**config.mk**
```make
export PLATFORM = sky130hd
export DESIGN_NAME = uart_rx_sequencer
export DESIGN_NICKNAME = d
export VERILOG_FILES = /design/src/rtl/uart_rx_sequencer.sv
export SDC_FILE = /design/constraint.sdc
export NUM_CORES = 1
export LEC_CHECK = 0
export CORE_MARGIN = 2
export CORE_UTILIZATION = 35
export CTS_BUF_LIST = sky130_fd_sc_hd__clkbuf_16
export DETAILED_ROUTE_END_ITERATION = 7
export HOLD_SLACK_MARGIN = 0.12
export REMOVE_ABC_BUFFERS = 1
export SLEW_MARGIN = 20
export SYNTH_ARGS = -nofsm -noshare
export SYNTH_HDL_FRONTEND = slang
export SYNTH_SLANG_ARGS = --single-unit
```
**constraint.sdc**
```tcl
create_clock -name clk -period 2.55 [get_ports clk]
set_input_delay 0.3825 -clock clk [delete_from_list [all_inputs] [get_ports clk]]
set_output_delay 0.3825 -clock clk [all_outputs]
set_load 0.1 [all_outputs]
```
**src/rtl/uart_rx_sequencer.sv**
```systemverilog
// uart_rx_sequencer: oversampled UART receive FSM that turns a synchronized serial line into parallel bytes.
// Latency: busy rises one clk after start detection; data_valid/error pulses rise one clk after the stop-bit sampling tick.
// Backpressure: single valid/ready holding register; a frame completing while it is full is dropped and flagged as overrun.
// Optional feature: define RX_PARITY_EN to add one even-parity bit between data and stop (drives parity_error).

module uart_rx_sequencer #(
  parameter int DATA_BITS  = 8,
  parameter int OVERSAMPLE = 16
) (
  input  logic                 clk,
  input  logic                 reset_n,
  input  logic                 tick,
  input  logic                 rx,
  input  logic                 rx_en,
  output logic [DATA_BITS-1:0] data,
  output logic                 data_valid,
  input  logic                 data_ready,
  output logic                 frame_error,
  output logic                 parity_error,
  output logic                 overrun,
  output logic                 busy
);

  localparam int CW = $clog2(OVERSAMPLE);
  localparam int BW = $clog2(DATA_BITS + 1);

  // Mid-bit point used to qualify the start bit, and end-of-bit point used
  // for every later sample (which lands on the bit centre).
  localparam logic [CW-1:0] CNT_MID  = CW'(OVERSAMPLE / 2 - 1);
  localparam logic [CW-1:0] CNT_END  = CW'(OVERSAMPLE - 1);
  localparam logic [BW-1:0] BIT_LAST = BW'(DATA_BITS - 1);

  typedef enum logic [2:0] {
    ST_IDLE,
    ST_START,
    ST_DATA,
`ifdef RX_PARITY_EN
    ST_PARITY,
`endif
    ST_STOP,
    ST_BREAK
  } state_t;

  state_t                 state_q;
  logic [CW-1:0]          clk_cnt_q;
  logic [BW-1:0]          bit_cnt_q;
  logic [DATA_BITS-1:0]   shift_q;
  logic [DATA_BITS-1:0]   data_q;
  logic                   data_valid_q;
  logic                   frame_error_q;
  logic                   overrun_q;
  logic                   busy_q;
`ifdef RX_PARITY_EN
  logic                   parity_error_q;
  logic                   par_bad_q;
`endif

  // Receive FSM with counters, shift register, holding register and registered status outputs.
  always_ff @(posedge clk or negedge reset_n) begin
    if (!reset_n) begin
      state_q        <= ST_IDLE;
      clk_cnt_q      <= '0;
      bit_cnt_q      <= '0;
      shift_q        <= '0;
      data_q         <= '0;
      data_valid_q   <= 1'b0;
      frame_error_q  <= 1'b0;
      overrun_q      <= 1'b0;
      busy_q         <= 1'b0;
`ifdef RX_PARITY_EN
      parity_error_q <= 1'b0;
      par_bad_q      <= 1'b0;
`endif
    end else begin
      // Status flags are single-clk pulses regardless of tick rate.
      frame_error_q <= 1'b0;
      overrun_q     <= 1'b0;
`ifdef RX_PARITY_EN
      parity_error_q <= 1'b0;
`endif
      // Consumer handshake empties the holding register; a delivery in the
      // same cycle (below) overrides this and reloads it.
      if (data_valid_q && data_ready) begin
        data_valid_q <= 1'b0;
      end

      case (state_q)
        ST_IDLE: begin
          if (rx_en && tick && !rx) begin
            state_q   <= ST_START;
            clk_cnt_q <= '0;
            bit_cnt_q <= '0;
            busy_q    <= 1'b1;
          end
        end

        ST_START: begin
          if (tick) begin
            if (clk_cnt_q == CNT_MID) begin
              clk_cnt_q <= '0;
              bit_cnt_q <= '0;
              if (!rx) begin
                state_q <= ST_DATA;
              end else begin
                // Line went back high before mid-bit: treat as a glitch.
                state_q <= ST_IDLE;
                busy_q  <= 1'b0;
              end
            end else begin
              clk_cnt_q <= clk_cnt_q + CW'(1);
            end
          end
        end

        ST_DATA: begin
          if (tick) begin
            if (clk_cnt_q == CNT_END) begin
              clk_cnt_q <= '0;
              // LSB arrives first, so shift right and insert at the top.
              shift_q   <= {rx, shift_q[DATA_BITS-1:1]};
              if (bit_cnt_q == BIT_LAST) begin
                bit_cnt_q <= '0;
`ifdef RX_PARITY_EN
                state_q   <= ST_PARITY;
`else
                state_q   <= ST_STOP;
`endif
              end else begin
                bit_cnt_q <= bit_cnt_q + BW'(1);
              end
            end else begin
              clk_cnt_q <= clk_cnt_q + CW'(1);
            end
          end
        end

`ifdef RX_PARITY_EN
        ST_PARITY: begin
          if (tick) begin
            if (clk_cnt_q == CNT_END) begin
              clk_cnt_q <= '0;
              bit_cnt_q <= '0;
              // Even parity: the parity bit equals the XOR of the data bits.
              par_bad_q <= rx ^ (^shift_q);
              state_q   <= ST_STOP;
            end else begin
              clk_cnt_q <= clk_cnt_q + CW'(1);
            end
          end
        end
`endif

        ST_STOP: begin
          if (tick) begin
            if (clk_cnt_q == CNT_END) begin
              clk_cnt_q <= '0;
              bit_cnt_q <= '0;
              if (rx) begin
                state_q <= ST_IDLE;
                busy_q  <= 1'b0;
`ifdef RX_PARITY_EN
                if (par_bad_q) begin
                  parity_error_q <= 1'b1;
                end else
`endif
                if (!data_valid_q || data_ready) begin
                  data_q       <= shift_q;
                  data_valid_q <= 1'b1;
                end else begin
                  // Holding register still owned by the consumer: keep old byte.
                  overrun_q <= 1'b1;
                end
              end else begin
                // Stop bit low: framing error, parity result is not reported.
                frame_error_q <= 1'b1;
                state_q       <= ST_BREAK;
              end
            end else begin
              clk_cnt_q <= clk_cnt_q + CW'(1);
            end
          end
        end

        ST_BREAK: begin
          // Stay here while the line is held low so a break is not read as starts.
          if (tick && rx) begin
            state_q   <= ST_IDLE;
            clk_cnt_q <= '0;
            bit_cnt_q <= '0;
            busy_q    <= 1'b0;
          end
        end

        default: begin
          state_q   <= ST_IDLE;
          clk_cnt_q <= '0;
          bit_cnt_q <= '0;
          busy_q    <= 1'b0;
        end
      endcase
    end
  end

  assign data        = data_q;
  assign data_valid  = data_valid_q;
  assign frame_error = frame_error_q;
  assign overrun     = overrun_q;
  assign busy        = busy_q;
`ifdef RX_PARITY_EN
  assign parity_error = parity_error_q;
`else
  assign parity_error = 1'b0;
`endif

endmodule
```
Figure 1. Signal wires by layer (run 1).
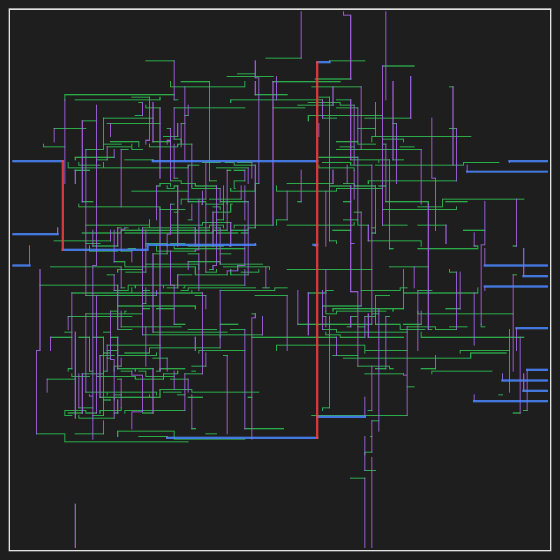
Red marks metal 4, wire length 60.5 um. Blue marks metal 3, wire length 148 um. Green marks metal 1, wire length 1360 um. Purple marks metal 2, wire length 1240 um.

Figure 2. Signal metal coverage by tile (run 1).
14 x 14 tiles, from black (low) to pale yellow (high), scaled to the fullest tile. Values are wire area over tile area, all layers added.
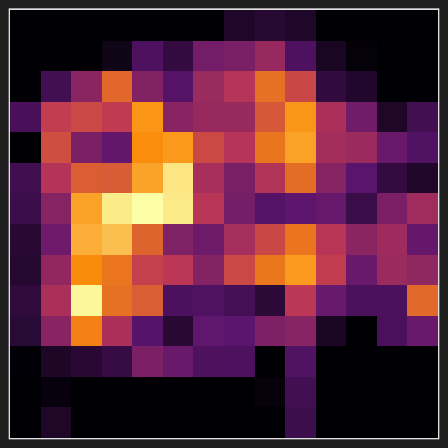
The fullest tile reaches 0.31. 27% of the tiles are nearly empty. 21% of the tiles are over half the peak. The mean over all tiles is 0.090. The emptiest ninth of the die: bottom right.

==> metrics.csv, run 1 <==
stage,metric,value,unit
final_layout,multi-input combinational cell count,85,
power_and_ir_drop,P_leak,0.861,nW
setup_path,CP max stage cell,sky130_fd_sc_hd__clkdlybuf4s50_1,
setup_path,data required time at the worst endpoint,2.71,ns
yosys,count of synthesis-stage warnings from yosys,0,
setup_path,ordered list of cells on the worst path,clkdlybuf4s50_1 > nand4_2 > or3_4 > nor2b_4 > mux2_4,
power_and_ir_drop,logic gate share of total power,18.0,%
run_status,run status,completed,
final_layout,number of flip-flops and latches,31,
final_layout,biggest area consumer among cell classes,registers,
timing,achievable frequency,478,MHz
yosys,Mux area share,15.3,%
timing,crit share post-route,82.0,%
setup_path,Top Family by Delay on Critical Path,simple AND/OR/NAND/NOR gates,
clock_network,clock latency at the later pin of the worst-skew pair,0.28,ns
job,tally of OpenROAD warnings,25,
final_layout,number of diodes added for antenna fixing,0,
final_layout,Layout clock buffers,5,
route,via density per instance,5.08,
yosys,area share of and/or/nand/nor cells after synthesis,16.4,%
final_layout,final design area excluding fillers,1870,sq um
job,# Max-Cap Violations,0,
route,1st-iter DRT viols,28,
yosys,prevailing post-synth register cell,sky130_fd_sc_hd__dfrtp_1,
final_layout,layout cells sized above 1,32.4,%
power_and_ir_drop,design internal power,1.13,mW
yosys,Post-Syn Instances,124,
route,Wirelength per Cell,14.2,um
route,Routed WL,2800,um
final_layout,"commonest cells after routing, fill and taps aside","31 x sky130_fd_sc_hd__dfrtp_1, 15 x sky130_fd_sc_hd__buf_4, 9 x sky130_fd_sc_hd__mux2_2, 9 x sky130_fd_sc_hd__o21ai_0, 9 x sky130_fd_sc_hd__mux2_4",
timing,unrepaired setup endpoints after global routing,no,
yosys,share of async-settable or async-resettable flops after synthesis,100,%
yosys,number of enable flip-flop cells,0,
clock_network,clock root buffer,sky130_fd_sc_hd__clkbuf_16,
power_and_ir_drop,power group with the highest consumption,the clock network,
placed_design,tally of buffers added on design ports,17,
setup_path,maximum fanout along the worst path,8,
power_and_ir_drop,sequential share of power,40.4,%
power_and_ir_drop,clock group share of total power,41.6,%
grt,final global-route overflow total,0,
clock_network,total clock sinks,31,
yosys,post-synthesis instance area,1540,sq um
final_layout,share of final layout cell area taken by non-clock buffers,8.72,%
power_and_ir_drop,total power divided by cell area,852,nW/um^2
final_layout,fill cell total of the finished layout,406,
power_and_ir_drop,largest vdd supply drop,431,uV
clock_network,worst-case clock buffer depth,2,
grt,met3 Track Usage GR,5.77,%
die,die height,70.4,um
clock_network,Post-CTS Hold Fix Bufs,0,
clock_network,H-tree Lvls,2,
timing,slew at the pin closest to its max-slew limit,0.548,ns
timing,Final Critical Period,2.09,ns
timing,Final Hold Slack,0.484,ns
route,routed length on met2,1240,um
clock_network,clock-pin slew reported for the worst setup and hold paths after clock tree synthesis,0.05,ns
power_and_ir_drop,power in combinational cells,0.286,mW
route,highest routing layer actually used,met4,
die,tap cells,52,
grt,vias in the first global route,1028,
yosys,most common library cells after synthesis,"31 x sky130_fd_sc_hd__dfrtp_1, 9 x sky130_fd_sc_hd__mux2_2, 9 x sky130_fd_sc_hd__mux2_4, 9 x sky130_fd_sc_hd__o21ai_0, 8 x sky130_fd_sc_hd__nor2_1",
grt,initial antenna violation count,0,
route,detailed-route DRC error count,0,
setup_path,count of buffer and inverter cells on the critical path,1,
setup_path,CP arrival,2.25,ns
grt,total global-route track usage,13.1,%
yosys,area reported by Yosys stat,1540,sq um
die,Die Span X,70.4,um
placed_design,Setup Slack @ Placement,0.164,ns
power_and_ir_drop,clock network power,0.661,mW
clock_network,number of instances resized during post-cts repair,0,
clock_network,TritonCTS Buffers,5,
route,Pre-Repair DR Iteration Count,2,
setup_path,Worst Setup Path Type,primary input to flip-flop,
placed_design,final HPWL from detailed placement,2000,um
timing,endpoints failing setup,0,
power_and_ir_drop,overall power consumption,1.59,mW
yosys,post-synth top area share,50.3,%
final_layout,logic gate fraction of the total cell area,37.2,%
timing,setup ws final,0.459,ns
yosys,Mapped Avg Cell Area,12.4,sq um
timing,clock tree skew after final layout,0.00400,ns
yosys,Adder Area Share,1.62,%
power_and_ir_drop,switching pwr,0.460,mW
placed_design,number of placed cells counting well taps,189,
yosys,number of synthesized register bits,31,
final_layout,multi-input gate area in the final layout,694,sq um
yosys,count of unique library cells instantiated by Yosys,42,
clock_network,TritonCTS clock tree,done,
power_and_ir_drop,net switching fraction of the power,29.0,%
final_layout,non-clock buffer instance count of the final layout,20,
final_layout,clock network share of area,8.79,%
route,routed length on met1,1360,um
die,row count,24,
grt,met1 usage in global routing,17.0,%
yosys,post-synthesis share of cell area spent on and-or and or-and gates,10.9,%
yosys,cell types with the largest area share after synthesis,"sky130_fd_sc_hd__dfrtp_1 50%, sky130_fd_sc_hd__mux2_4 8.8%, sky130_fd_sc_hd__mux2_2 6.6%, sky130_fd_sc_hd__o21ai_0 2.9%, sky130_fd_sc_hd__nand3b_1 1.9%",
Figure 3. The metal 1 layer (run 1).
Supply wires on this layer in grey.
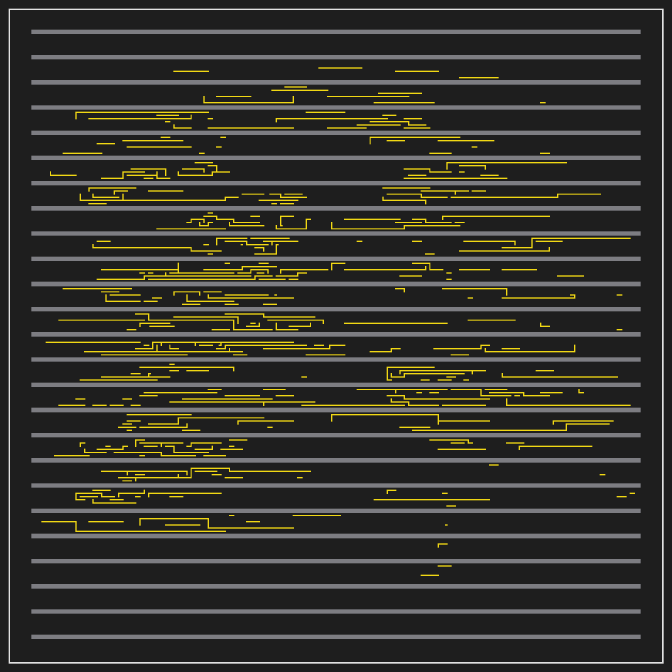
The wires run mostly horizontal. The layer carries 1360 um of wire.

run 1: worst reg2reg max path: cells and delay by family (launching register included):
kind | cells | cell delay [ns]
fa+ha+maj | 1 | 0.28
simple gates | 3 | 0.93
mux | 1 | 0.33
flops | 1 | 0.37
run 1: worst paths after layout:
kind,from,end,slack (ns),cells after the start
min reg2reg,bit_cnt_q[3],bit_cnt_q[3],0.48,1
max,tick,data[2],0.46,5
max in group asynchronous,reset_n,clk_cnt_q[1],1.77,2
min,bit_cnt_q[3],bit_cnt_q[3],0.48,1
min in group asynchronous,reset_n,data[7],0.50,2
max reg2reg,clk_cnt_q[0],data[2],0.52,5
run 1: sequential cells by signal, indices dropped and copies added, names as in the netlist:
signal and cells:
shift_q 8, overrun 1, bit_cnt_q 4, frame_error 1, state_q 3, data_valid 1, busy 1, clk_cnt_q 4
data 8
--- run 2 (diff from run 1) ---
==> constraint.sdc (replaced) <==
create_clock -name clk -period 2.05 [get_ports clk]
set_input_delay 0.3075 -clock clk [delete_from_list [all_inputs] [get_ports clk]]
set_output_delay 0.3075 -clock clk [all_outputs]
set_load 0.1 [all_outputs]
Figure 4. Cells coloured by class (run 2).
Bar = 20 um. Fill, decap, tap and diode cells in grey.
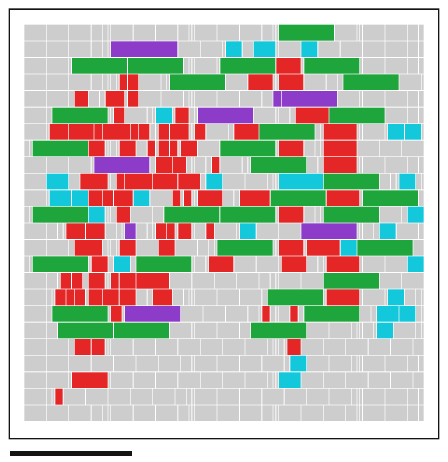
Red marks combinational and other logic, cells 86, share of their area 38%. Cyan marks other buffers and delay cells, cells 26, share of their area 12%. Green marks flops, cells 31, share of their area 42%. Purple marks clock drivers and dummy loads, cells 8, share of their area 8.8%.

==> run 2 against run 1 <==
Net effect:
- register-to-register slack got worse by 0.39 ns
- synthesized area unchanged
- first-iteration DRC count increased by 61%
- final cell count increased by 3.0%
- design area increased by 3.1%
- clock-buffer cell count unchanged
- clock power increased by 23%
- critical path depth increased by 1
- sequential power increased by 24%
- largest power group unchanged
- highest routed layer is now met3
==> metrics.csv, run 2 <==
stage,metric,value,unit,change
yosys,area reported by Yosys stat,1540,sq um,unchanged
die,Die Outline Area,4950,sq um,unchanged
route,via density per instance,5.08,,about the same
grt,total global-route track usage,12.5,%,was 13.1%
grt,met1 usage in global routing,15.0,%,was 17.0%
yosys,number of cell instances after yosys synthesis,124,,unchanged
final_layout,non-filler instance count after layout,203,,was 197
clock_network,number of instances resized during post-cts repair,0,,unchanged
grt,vias in the first global route,1084,,was 1028
clock_network,clock latency at the later pin of the worst-skew pair,0.27,ns,was 0.28 ns
route,routed length on met2,1440,um,was 1240 um
power_and_ir_drop,total power divided by cell area,1030,nW/um^2,was 852 nW/um^2
yosys,count of synthesis-stage warnings from yosys,0,,unchanged
clock_network,total clock sinks,31,,unchanged
yosys,cell types with the largest area share after synthesis,"sky130_fd_sc_hd__dfrtp_1 50%, sky130_fd_sc_hd__mux2_4 8.8%, sky130_fd_sc_hd__mux2_2 6.6%, sky130_fd_sc_hd__o21ai_0 2.9%, sky130_fd_sc_hd__nand3b_1 1.9%",,unchanged
job,# Max-Cap Violations,0,,unchanged
timing,crit share post-route,93.5,%,
final_layout,final design area excluding fillers,1920,sq um,was 1870 sq um
final_layout,final net count,158,,was 152
power_and_ir_drop,logic gate share of total power,18.5,%,was 18.0%
clock_network,H-tree Lvls,2,,unchanged
setup_path,largest incremental delay on the critical path,0.42,ns,was 0.60 ns
die,Die Span X,70.4,um,unchanged
yosys,Adder Area Share,1.62,%,unchanged
route,Vias,1032,,was 1000
power_and_ir_drop,clock network power,0.816,mW,was 0.661 mW
yosys,prevailing post-synth register cell,sky130_fd_sc_hd__dfrtp_1,,unchanged
final_layout,number of diodes added for antenna fixing,0,,unchanged
timing,Final Critical Period,1.92,ns,
setup_path,ordered list of cells on the worst path,ha_1 > nand4_2 > or3_4 > nor2b_4 > buf_12 > mux2_4,,was clkdlybuf4s50_1 > nand4_2 > or3_4 > nor2b_4 > mux2_4
setup_path,count of buffer and inverter cells on the critical path,1,,unchanged
final_layout,"commonest cells after routing, fill and taps aside","31 x sky130_fd_sc_hd__dfrtp_1, 20 x sky130_fd_sc_hd__buf_4, 9 x sky130_fd_sc_hd__mux2_2, 9 x sky130_fd_sc_hd__o21ai_0, 9 x sky130_fd_sc_hd__mux2_4",,"was 31 x sky130_fd_sc_hd__dfrtp_1, 15 x sky130_fd_sc_hd__buf_4, 9 x sky130_fd_sc_hd__mux2_2, 9 x sky130_fd_sc_hd__o21ai_0, 9 x sky130_fd_sc_hd__mux2_4"
timing,achievable frequency,522,MHz,
power_and_ir_drop,clock group share of total power,41.2,%,was 41.6%
job,tally of OpenROAD warnings,25,,unchanged
power_and_ir_drop,overall power consumption,1.98,mW,was 1.59 mW
yosys,Post-Syn Instances,124,,unchanged
power_and_ir_drop,power group with the highest consumption,the clock network,,unchanged
die,floorplan-stage core utilization,35.9,%,unchanged
grt,initial antenna violation count,0,,unchanged
yosys,dominant kind of combinational cell,simple AND/OR/NAND/NOR gates,,unchanged
placed_design,final HPWL from detailed placement,2040,um,was 2000 um
yosys,area share of xor/xnor cells in the synthesized design,0.568,%,unchanged
yosys,post-synth top area share,50.3,%,unchanged
setup_path,maximum fanout along the worst path,8,,unchanged
worst_hold_path,Hold Path Class,primary input to asynchronous set/reset pin,,was flip-flop to flip-flop
die,number of top-level design ports,19,,unchanged
run_status,run status,completed,,unchanged
timing,unrepaired setup endpoints after global routing,no,,unchanged
setup_path,CP max stage cell,sky130_fd_sc_hd__or3_4,,was sky130_fd_sc_hd__clkdlybuf4s50_1
yosys,post-synthesis instance area,1540,sq um,unchanged
timing,Max-slew headroom,61.9,%,was 63.4%
setup_path,category of the worst setup path launch point,flip-flop,,was primary input
timing,final slew viol count,0,,unchanged
timing,clock tree skew after final layout,0.00451,ns,was 0.00400 ns
power_and_ir_drop,net switching fraction of the power,28.7,%,was 29.0%
final_layout,final standard cell utilization of the core,44.8,%,was 43.4%
placed_design,tally of buffers added on design ports,17,,unchanged
die,core box area,4290,sq um,unchanged
route,Wirelength per Cell,14.1,um,was 14.2 um
timing,endpoints failing setup,0,,unchanged
yosys,Mux area share,15.3,%,unchanged
final_layout,layout cells sized above 1,35.1,%,was 32.4%
route,routed length on met1,1280,um,was 1360 um
grt,final global-route overflow total,0,,unchanged
clock_network,TritonCTS clock tree,done,,unchanged
route,detailed-route DRC error count,0,,unchanged
route,antenna-violating nets left,0,,unchanged
power_and_ir_drop,largest vdd supply drop,447,uV,was 431 uV
clock_network,Post-CTS Repair Setup Buffers,0,,unchanged
power_and_ir_drop,P_leak,0.891,nW,was 0.861 nW
setup_path,data required time at the worst endpoint,2.20,ns,was 2.71 ns
grt,met3 Track Usage GR,4.47,%,was 5.77%
yosys,Mapped Avg Cell Area,12.4,sq um,unchanged
route,Routed WL,2860,um,was 2800 um
timing,slew at the pin closest to its max-slew limit,0.570,ns,was 0.548 ns
setup_path,Top Family by Delay on Critical Path,simple AND/OR/NAND/NOR gates,,unchanged
die,die height,70.4,um,unchanged
power_and_ir_drop,switching pwr,0.569,mW,was 0.460 mW
setup_path,CP arrival,2.07,ns,was 2.25 ns
clock_network,worst-case clock buffer depth,2,,unchanged
power_and_ir_drop,sequential share of power,40.3,%,was 40.4%
placed_design,number of placed cells counting well taps,195,,was 189
placed_design,Setup Slack @ Placement,-0.0293,ns,was 0.164 ns
route,Pre-Repair DR Iteration Count,4,,was 2
yosys,number of synthesized register bits,31,,unchanged
yosys,post-synthesis share of cell area spent on and-or and or-and gates,10.9,%,unchanged
final_layout,most common library cell in the layout ignoring fill and taps,sky130_fd_sc_hd__dfrtp_1,,unchanged
yosys,most common library cells after synthesis,"31 x sky130_fd_sc_hd__dfrtp_1, 9 x sky130_fd_sc_hd__mux2_2, 9 x sky130_fd_sc_hd__mux2_4, 9 x sky130_fd_sc_hd__o21ai_0, 8 x sky130_fd_sc_hd__nor2_1",,unchanged
power_and_ir_drop,power in combinational cells,0.367,mW,was 0.286 mW
yosys,count of unique library cells instantiated by Yosys,42,,unchanged
clock_network,clock-pin slew reported for the worst setup and hold paths after clock tree synthesis,0.05,ns,about the same
power_and_ir_drop,design internal power,1.41,mW,was 1.13 mW
placed_design,standard cell area after detailed placement,1760,sq um,was 1700 sq um
yosys,Yosys top cell by area,sky130_fd_sc_hd__dfrtp_1,,unchanged
route,highest routing layer actually used,met3,,was met4
placed_design,gpl congestion,0.791,,was 0.787
power_and_ir_drop,Seq group,0.798,mW,was 0.642 mW
route,1st-iter DRT viols,45,,was 28
die,row count,24,,unchanged
setup_path,Worst Setup Path Type,flip-flop to flip-flop,,was primary input to flip-flop
timing,Final Hold Slack,0.426,ns,was 0.484 ns
clock_network,Post-CTS Hold Fix Bufs,0,,unchanged
yosys,number of enable flip-flop cells,0,,unchanged
route,met3 wire length,146,um,was 148 um
yosys,share of async-settable or async-resettable flops after synthesis,100,%,unchanged
clock_network,clock root buffer,sky130_fd_sc_hd__clkbuf_16,,unchanged
timing,setup ws final,0.133,ns,was 0.459 ns
yosys,area share of and/or/nand/nor cells after synthesis,16.4,%,unchanged
clock_network,TritonCTS Buffers,5,,unchanged
Figure 5. Signal metal coverage by tile (run 2).
14 x 14 tiles, from black (low) to pale yellow (high), scaled to the fullest tile. Values are wire area over tile area, all layers added.
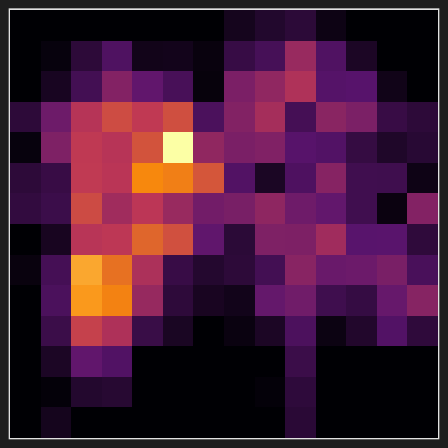
The fullest tile reaches 0.45. The densest ninth of the die: left middle. The emptiest ninth of the die: bottom middle. 9.2% of the tiles are over half the peak.

==> run 2: cell type report <==
| type | instances | area, sq um |
|---|---|---|
| clock buffers | 5 | 125 |
| fillers | 399 | 2370 |
| repair buffers | 26 | 220 |
| multi-input cells | 85 | 694 |
| flip-flops and latches | 31 | 776 |
| inverters | 1 | 3.75 |
| clock inverters | 3 | 38.8 |
| well taps | 52 | 65.1 |
==> run 2: final timing paths <==
kind / start / end / slack (ns) / depth (start not counted)
min reg2reg: bit_cnt_q[3] / bit_cnt_q[3] / 0.50 / 1
min in group clk: bit_cnt_q[3] / bit_cnt_q[3] / 0.50 / 1
max: clk_cnt_q[0] / data[5] / 0.13 / 6
max in group asynchronous: reset_n / data[6] / 1.34 / 2
max reg2reg: clk_cnt_q[0] / data[5] / 0.13 / 6
min: reset_n / overrun / 0.43 / 2
Power and IR drop assume default switching activity.
